Cells coloured by class:
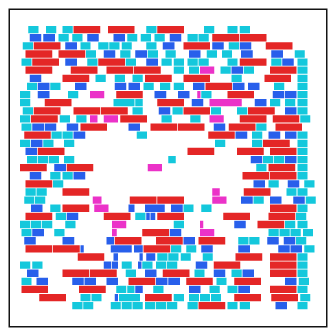
Routed clock nets over the placement:
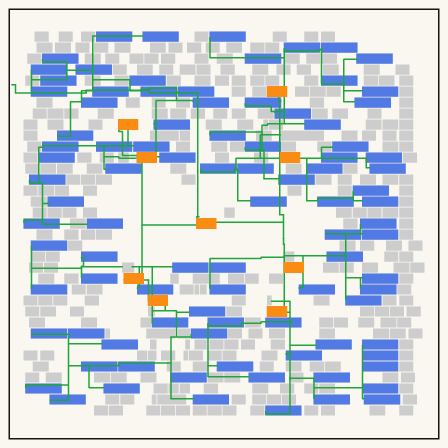
Signal wires by layer:
Two of the layers only.
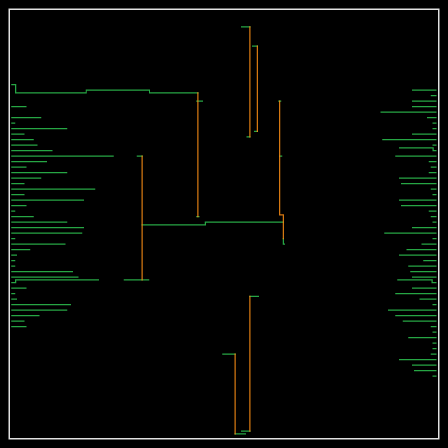
Ports around the boundary:
Pins as bars across the die edge, other pins in grey.
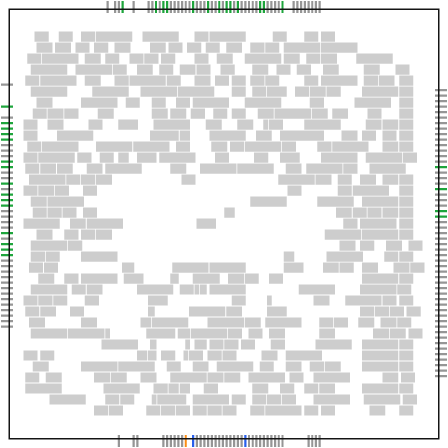
--- src/rtl/rggen_rtl_pkg.sv ---
// Shared rggen bus types: access kind and completion status.
package rggen_rtl_pkg;

  typedef enum logic [1:0] {
    RGGEN_POSTED_WRITE = 2'b01,
    RGGEN_READ         = 2'b10,
    RGGEN_WRITE        = 2'b11
  } rggen_access;

  typedef enum logic [1:0] {
    RGGEN_OKAY         = 2'b00,
    RGGEN_EXOKAY       = 2'b01,
    RGGEN_SLAVE_ERROR  = 2'b10,
    RGGEN_DECODE_ERROR = 2'b11
  } rggen_status;

endpackage

--- src/rtl/rggen_bus_if.sv ---
// rggen register bus: one command per valid/ready handshake, response returned with ready.
interface rggen_bus_if
  import rggen_rtl_pkg::*;
#(
  parameter int unsigned ADDRESS_WIDTH = 16,
  parameter int unsigned BUS_WIDTH     = 32
);
  logic                     valid;
  rggen_access              access;
  logic [ADDRESS_WIDTH-1:0] address;
  logic [BUS_WIDTH-1:0]     write_data;
  logic [BUS_WIDTH/8-1:0]   strobe;
  logic                     ready;
  rggen_status              status;
  logic [BUS_WIDTH-1:0]     read_data;

  modport master (
    output valid, access, address, write_data, strobe,
    input  ready, status, read_data
  );

  modport slave (
    input  valid, access, address, write_data, strobe,
    output ready, status, read_data
  );
endinterface

--- src/rtl/rggen_avalon_agent_bridge.sv ---
// Avalon-MM agent front end: accepts one host command at a time and replays it on the
// rggen register bus, returning a pipelined read or write response.
module rggen_avalon_agent_bridge
  import rggen_rtl_pkg::*;
#(
  parameter int unsigned ADDRESS_WIDTH = 16,
  parameter int unsigned BUS_WIDTH     = 32,
  parameter bit          READ_STROBE   = 1'b1
)(
  input  logic                     i_clk,
  input  logic                     i_rst,
  input  logic                     i_read,
  input  logic                     i_write,
  input  logic [ADDRESS_WIDTH-1:0] i_address,
  input  logic [BUS_WIDTH/8-1:0]   i_byteenable,
  input  logic [BUS_WIDTH-1:0]     i_writedata,
  output logic                     o_waitrequest,
  output logic                     o_readdatavalid,
  output logic                     o_writeresponsevalid,
  output logic [1:0]               o_response,
  output logic [BUS_WIDTH-1:0]     o_readdata,
  rggen_bus_if.master              bus_if
);

  localparam int unsigned STROBE_WIDTH      = BUS_WIDTH / 8;
  localparam int unsigned BUS_ADDRESS_WIDTH = $bits(bus_if.address);

  typedef enum logic [1:0] {
    IDLE    = 2'b00,
    BUSY    = 2'b01,
    RESPOND = 2'b10
  } state_e;

  state_e                   state_q, state_d;
  rggen_access              access_q, access_d;
  logic [ADDRESS_WIDTH-1:0] address_q, address_d;
  logic [BUS_WIDTH-1:0]     write_data_q, write_data_d;
  logic [STROBE_WIDTH-1:0]  strobe_q, strobe_d;
  logic                     valid_q, valid_d;
  logic                     read_valid_q, read_valid_d;
  logic                     write_valid_q, write_valid_d;
  rggen_status              response_q, response_d;
  logic [BUS_WIDTH-1:0]     read_data_q, read_data_d;
  logic                     accept;

  // Reset forces waitrequest so nothing can be accepted while the block is held.
  assign o_waitrequest = (state_q == BUSY) || i_rst;
  assign accept        = (i_read || i_write) && !o_waitrequest;

  always_comb begin
    state_d       = state_q;
    access_d      = access_q;
    address_d     = address_q;
    write_data_d  = write_data_q;
    strobe_d      = strobe_q;
    valid_d       = valid_q;
    read_valid_d  = 1'b0;
    write_valid_d = 1'b0;
    response_d    = response_q;
    read_data_d   = read_data_q;

    unique case (state_q)
      IDLE, RESPOND: begin
        // A new command may be taken in the response cycle, giving back-to-back service.
        if (accept) begin
          access_d     = i_write ? RGGEN_WRITE : RGGEN_READ;
          address_d    = i_address;
          write_data_d = i_writedata;
          strobe_d     = (i_write || READ_STROBE) ? i_byteenable : '1;
          valid_d      = 1'b1;
          state_d      = BUSY;
        end else begin
          state_d = IDLE;
        end
      end
      BUSY: begin
        if (bus_if.ready) begin
          valid_d       = 1'b0;
          response_d    = bus_if.status;
          read_valid_d  = (access_q == RGGEN_READ);
          write_valid_d = (access_q != RGGEN_READ);
          if (access_q == RGGEN_READ) begin
            read_data_d = bus_if.read_data;
          end
          state_d = RESPOND;
        end
      end
      default: begin
        valid_d = 1'b0;
        state_d = IDLE;
      end
    endcase
  end

  always_ff @(posedge i_clk or posedge i_rst) begin
    if (i_rst) begin
      state_q       <= IDLE;
      access_q      <= rggen_access'(2'b00);
      address_q     <= '0;
      write_data_q  <= '0;
      strobe_q      <= '0;
      valid_q       <= 1'b0;
      read_valid_q  <= 1'b0;
      write_valid_q <= 1'b0;
      response_q    <= RGGEN_OKAY;
      read_data_q   <= '0;
    end else begin
      state_q       <= state_d;
      access_q      <= access_d;
      address_q     <= address_d;
      write_data_q  <= write_data_d;
      strobe_q      <= strobe_d;
      valid_q       <= valid_d;
      read_valid_q  <= read_valid_d;
      write_valid_q <= write_valid_d;
      response_q    <= response_d;
      read_data_q   <= read_data_d;
    end
  end

  assign bus_if.valid      = valid_q;
  assign bus_if.access     = access_q;
  assign bus_if.address    = BUS_ADDRESS_WIDTH'(address_q);
  assign bus_if.write_data = write_data_q;
  assign bus_if.strobe     = strobe_q;

  assign o_readdatavalid      = read_valid_q;
  assign o_writeresponsevalid = write_valid_q;
  assign o_response           = response_q;
  assign o_readdata           = read_data_q;

`ifndef SYNTHESIS
  // Simultaneous read and write is a host protocol violation; the write is serviced.
  read_write_exclusive: assert property (
    @(posedge i_clk) disable iff (i_rst) !(i_read && i_write)
  );
`endif

endmodule

--- src/flat_wrapper.sv ---
// flat-port wrapper written by rule: the top's interface ports become plain ports
module rggen_avalon_agent_bridge_flat import rggen_rtl_pkg::*;
#(
  parameter int unsigned ADDRESS_WIDTH = 16,
  parameter int unsigned BUS_WIDTH     = 32,
  parameter bit          READ_STROBE   = 1'b1
)
  (i_clk, i_rst, i_read, i_write, i_address, i_byteenable, i_writedata, o_waitrequest, o_readdatavalid, o_writeresponsevalid, o_response, o_readdata, bus_if_valid, bus_if_access, bus_if_address, bus_if_write_data, bus_if_strobe, bus_if_ready, bus_if_status, bus_if_read_data);
  rggen_bus_if #(.ADDRESS_WIDTH(ADDRESS_WIDTH), .BUS_WIDTH(BUS_WIDTH)) bus_if_i ();
  input  logic i_clk;
  input  logic i_rst;
  input  logic i_read;
  input  logic i_write;
  input  logic [ADDRESS_WIDTH-1:0] i_address;
  input  logic [BUS_WIDTH/8-1:0] i_byteenable;
  input  logic [BUS_WIDTH-1:0] i_writedata;
  output logic o_waitrequest;
  output logic o_readdatavalid;
  output logic o_writeresponsevalid;
  output logic [1:0] o_response;
  output logic [BUS_WIDTH-1:0] o_readdata;
  output wire logic [$bits(bus_if_i.valid)-1:0] bus_if_valid;
  output wire logic [$bits(bus_if_i.access)-1:0] bus_if_access;
  output wire logic [$bits(bus_if_i.address)-1:0] bus_if_address;
  output wire logic [$bits(bus_if_i.write_data)-1:0] bus_if_write_data;
  output wire logic [$bits(bus_if_i.strobe)-1:0] bus_if_strobe;
  input wire logic [$bits(bus_if_i.ready)-1:0] bus_if_ready;
  input wire logic [$bits(bus_if_i.status)-1:0] bus_if_status;
  input wire logic [$bits(bus_if_i.read_data)-1:0] bus_if_read_data;
  assign bus_if_valid = bus_if_i.valid;
  assign bus_if_access = bus_if_i.access;
  assign bus_if_address = bus_if_i.address;
  assign bus_if_write_data = bus_if_i.write_data;
  assign bus_if_strobe = bus_if_i.strobe;
  assign bus_if_i.ready = bus_if_ready;
  assign bus_if_i.status = bus_if_status;
  assign bus_if_i.read_data = bus_if_read_data;
  rggen_avalon_agent_bridge #(.ADDRESS_WIDTH(ADDRESS_WIDTH), .BUS_WIDTH(BUS_WIDTH), .READ_STROBE(READ_STROBE)) u_core (.i_clk(i_clk), .i_rst(i_rst), .i_read(i_read), .i_write(i_write), .i_address(i_address), .i_byteenable(i_byteenable), .i_writedata(i_writedata), .o_waitrequest(o_waitrequest), .o_readdatavalid(o_readdatavalid), .o_writeresponsevalid(o_writeresponsevalid), .o_response(o_response), .o_readdata(o_readdata), .bus_if(bus_if_i));
endmodule
--- config.mk ---
export PLATFORM = sky130hd
export DESIGN_NAME = rggen_avalon_agent_bridge_flat
export DESIGN_NICKNAME = d
export VERILOG_FILES = /design/src/rtl/rggen_rtl_pkg.sv /design/src/rtl/rggen_bus_if.sv /design/src/rtl/rggen_avalon_agent_bridge.sv /design/src/flat_wrapper.sv
export SDC_FILE = /design/constraint.sdc
export NUM_CORES = 1
export LEC_CHECK = 0
export CORE_MARGIN = 3
export CORE_UTILIZATION = 35
export CTS_CLUSTER_DIAMETER = 40
export DETAILED_ROUTE_END_ITERATION = 10
export GPL_TIMING_DRIVEN = 1
export PLACE_DENSITY = 0.75
export SETUP_SLACK_MARGIN = 0.4
export SLEW_MARGIN = 0
export SYNTH_ARGS = -nofsm -noshare
export SYNTH_HDL_FRONTEND = slang
export SYNTH_SLANG_ARGS = --single-unit
--- constraint.sdc ---
create_clock -name i_clk -period 5 [get_ports i_clk]
set_input_delay 1.5 -clock i_clk [delete_from_list [all_inputs] [get_ports i_clk]]
set_output_delay 1.5 -clock i_clk [all_outputs]
set_load 0.1 [all_outputs]
==> qor.yml <==
status: "finished, final reports clean"
synth_seq_share_pct: 66.7
crit_family: "buffers and inverters"
synthesis.nets: 295
hold_start: "u_core.bus_if.access[1]"
top_area_share_pct: 66.7
largest_area_cell: "dfrtp_1"
period_needed_ns: 3.93
synthMostInstantiatedCell: "dfrtp_1"
die_area_um2: 11200
root_buffer: "clkbuf_8"
clock-sinks: 93
antenna_found_initial: 0
cts_buffers: 9
crit_fanout: 2
ys_types: 16
grt_pass1_vias: 2613
gr-total-overflow: 0
via_per_inst: 4.55
antenna_cells: 0
io_pins: 183
fp.coreArea_um2: 9460
ys_area_um2: 3490
firstDrtPassIters: 4
ctsHoldBuffers: 0
cts_setup_buffers: 0
worstSetupStartpointType: "primary input"
grt_pass1_wl_um: 13600
hold_depth: 1
met1Wirelength_um: 3280
dp_hpwl_um: 6330
met2_usage_pct: 27.0
route.met3.wl_um: 710
min_period_over_period_pct: 78.5
common_cells: "dfrtp_1, mux2_2, buf_4, buf_6, inv_1"
place_area_um2: 5450
simple_gate_share_pct: 1.79
slew_viol_final: 0
place_congestion: 0.709
layout.nets: 483
drive_above_1_share_pct: 27.7
cts_tree: "done"
vias: 2391
grt.busiest_layer: "met2"
synth.area.mux_share_pct: 27.8
synth_area_per_cell_um2: 17.1
syn2layout_area_growth_pct: 61.7
critPathLaunch: "i_rst"
dr_wl_met2_um: 4330
syn_inst: 204
clk_transition_reported_paths_ns: 0.08
compound_area_share_pct: 1.18
cts-resized-gates: 0
log.warning_count: 27
final_cell_mix: "clkdlybuf4s50_1, dfrtp_1, mux2_2"
path_cells: "clkdlybuf4s50_1, clkinvlp_4, nand2_1, buf_12"
grt_max_degree: 54
rsz0062_at_grt: "no"
fmax_ghz: 0.255
synth_flops: 93
rrSetupSlack_ns: 3.06
htree_levels: 3
async_reset_ff_share_pct: 100
edf_count: 0
drc_errors: 0
rr_worst_depth: 4
ff_type: "dfrtp_1"
yosysWarnings: 0
required_ns: 3.50
## Picture notes: 'cells coloured by class'
Key: remaining logic cells = blue [cells 102, share of their area 20%]; clock drivers and dummy loads = magenta [cells 16, share of their area 3.5%]; registers = red [cells 93, share of their area 42%]; remaining buffers and delay cells = cyan [cells 186, share of their area 34%]
design area: 5640 um2
Util after Layout: 59.6%

## Picture notes: 'routed clock nets over the placement'
Key: clock-net drivers = orange [count 9]; flip-flops = blue [count 93]; clock wires = green [length 1130 um]
There are 10 routed clock nets.
Worst Skew: 0.0189 ns
clk ins delay skew pair: 0.35 ns

## Picture notes: 'signal wires by layer'
Key: M3 = green [wire length 711 um]; M4 = orange [wire length 197 um]
detailed-route wire length: 8520 um
wire per inst: 16.2 um

## Picture notes: 'ports around the boundary'
Key: `i_writedata` = green [pins 32, direction input, edge 15 left, 13 top, 4 right]; `bus_if_valid` = orange [pins 1, direction output, edge bottom]; `bus_if_access` = blue [pins 2, direction output, edge bottom]
All pins by edge: 53 right, 50 top, 41 left, 39 bottom.
Die Ht: 106 um
IO buf count: 182

## stage by stage
stage               hold WS [ns]  instances  setup WS [ns]
floorplan                  0.539        204         -0.476
global placement           0.476        510           1.08
detailed placement         0.482        510           1.07
CTS                        0.493        526           1.07
global route               0.525        526           1.04
finish                     0.484        526           1.07
## layout make-up
type                    count  area (um2)
clock buffers              11         131
clock inverters             5        58.8
fillers                   768        3820
inverters                   3        15.0
multi-input cells          99        1070
flip-flops and latches     93        2330
well taps                 129         161
repair buffers            186        1870
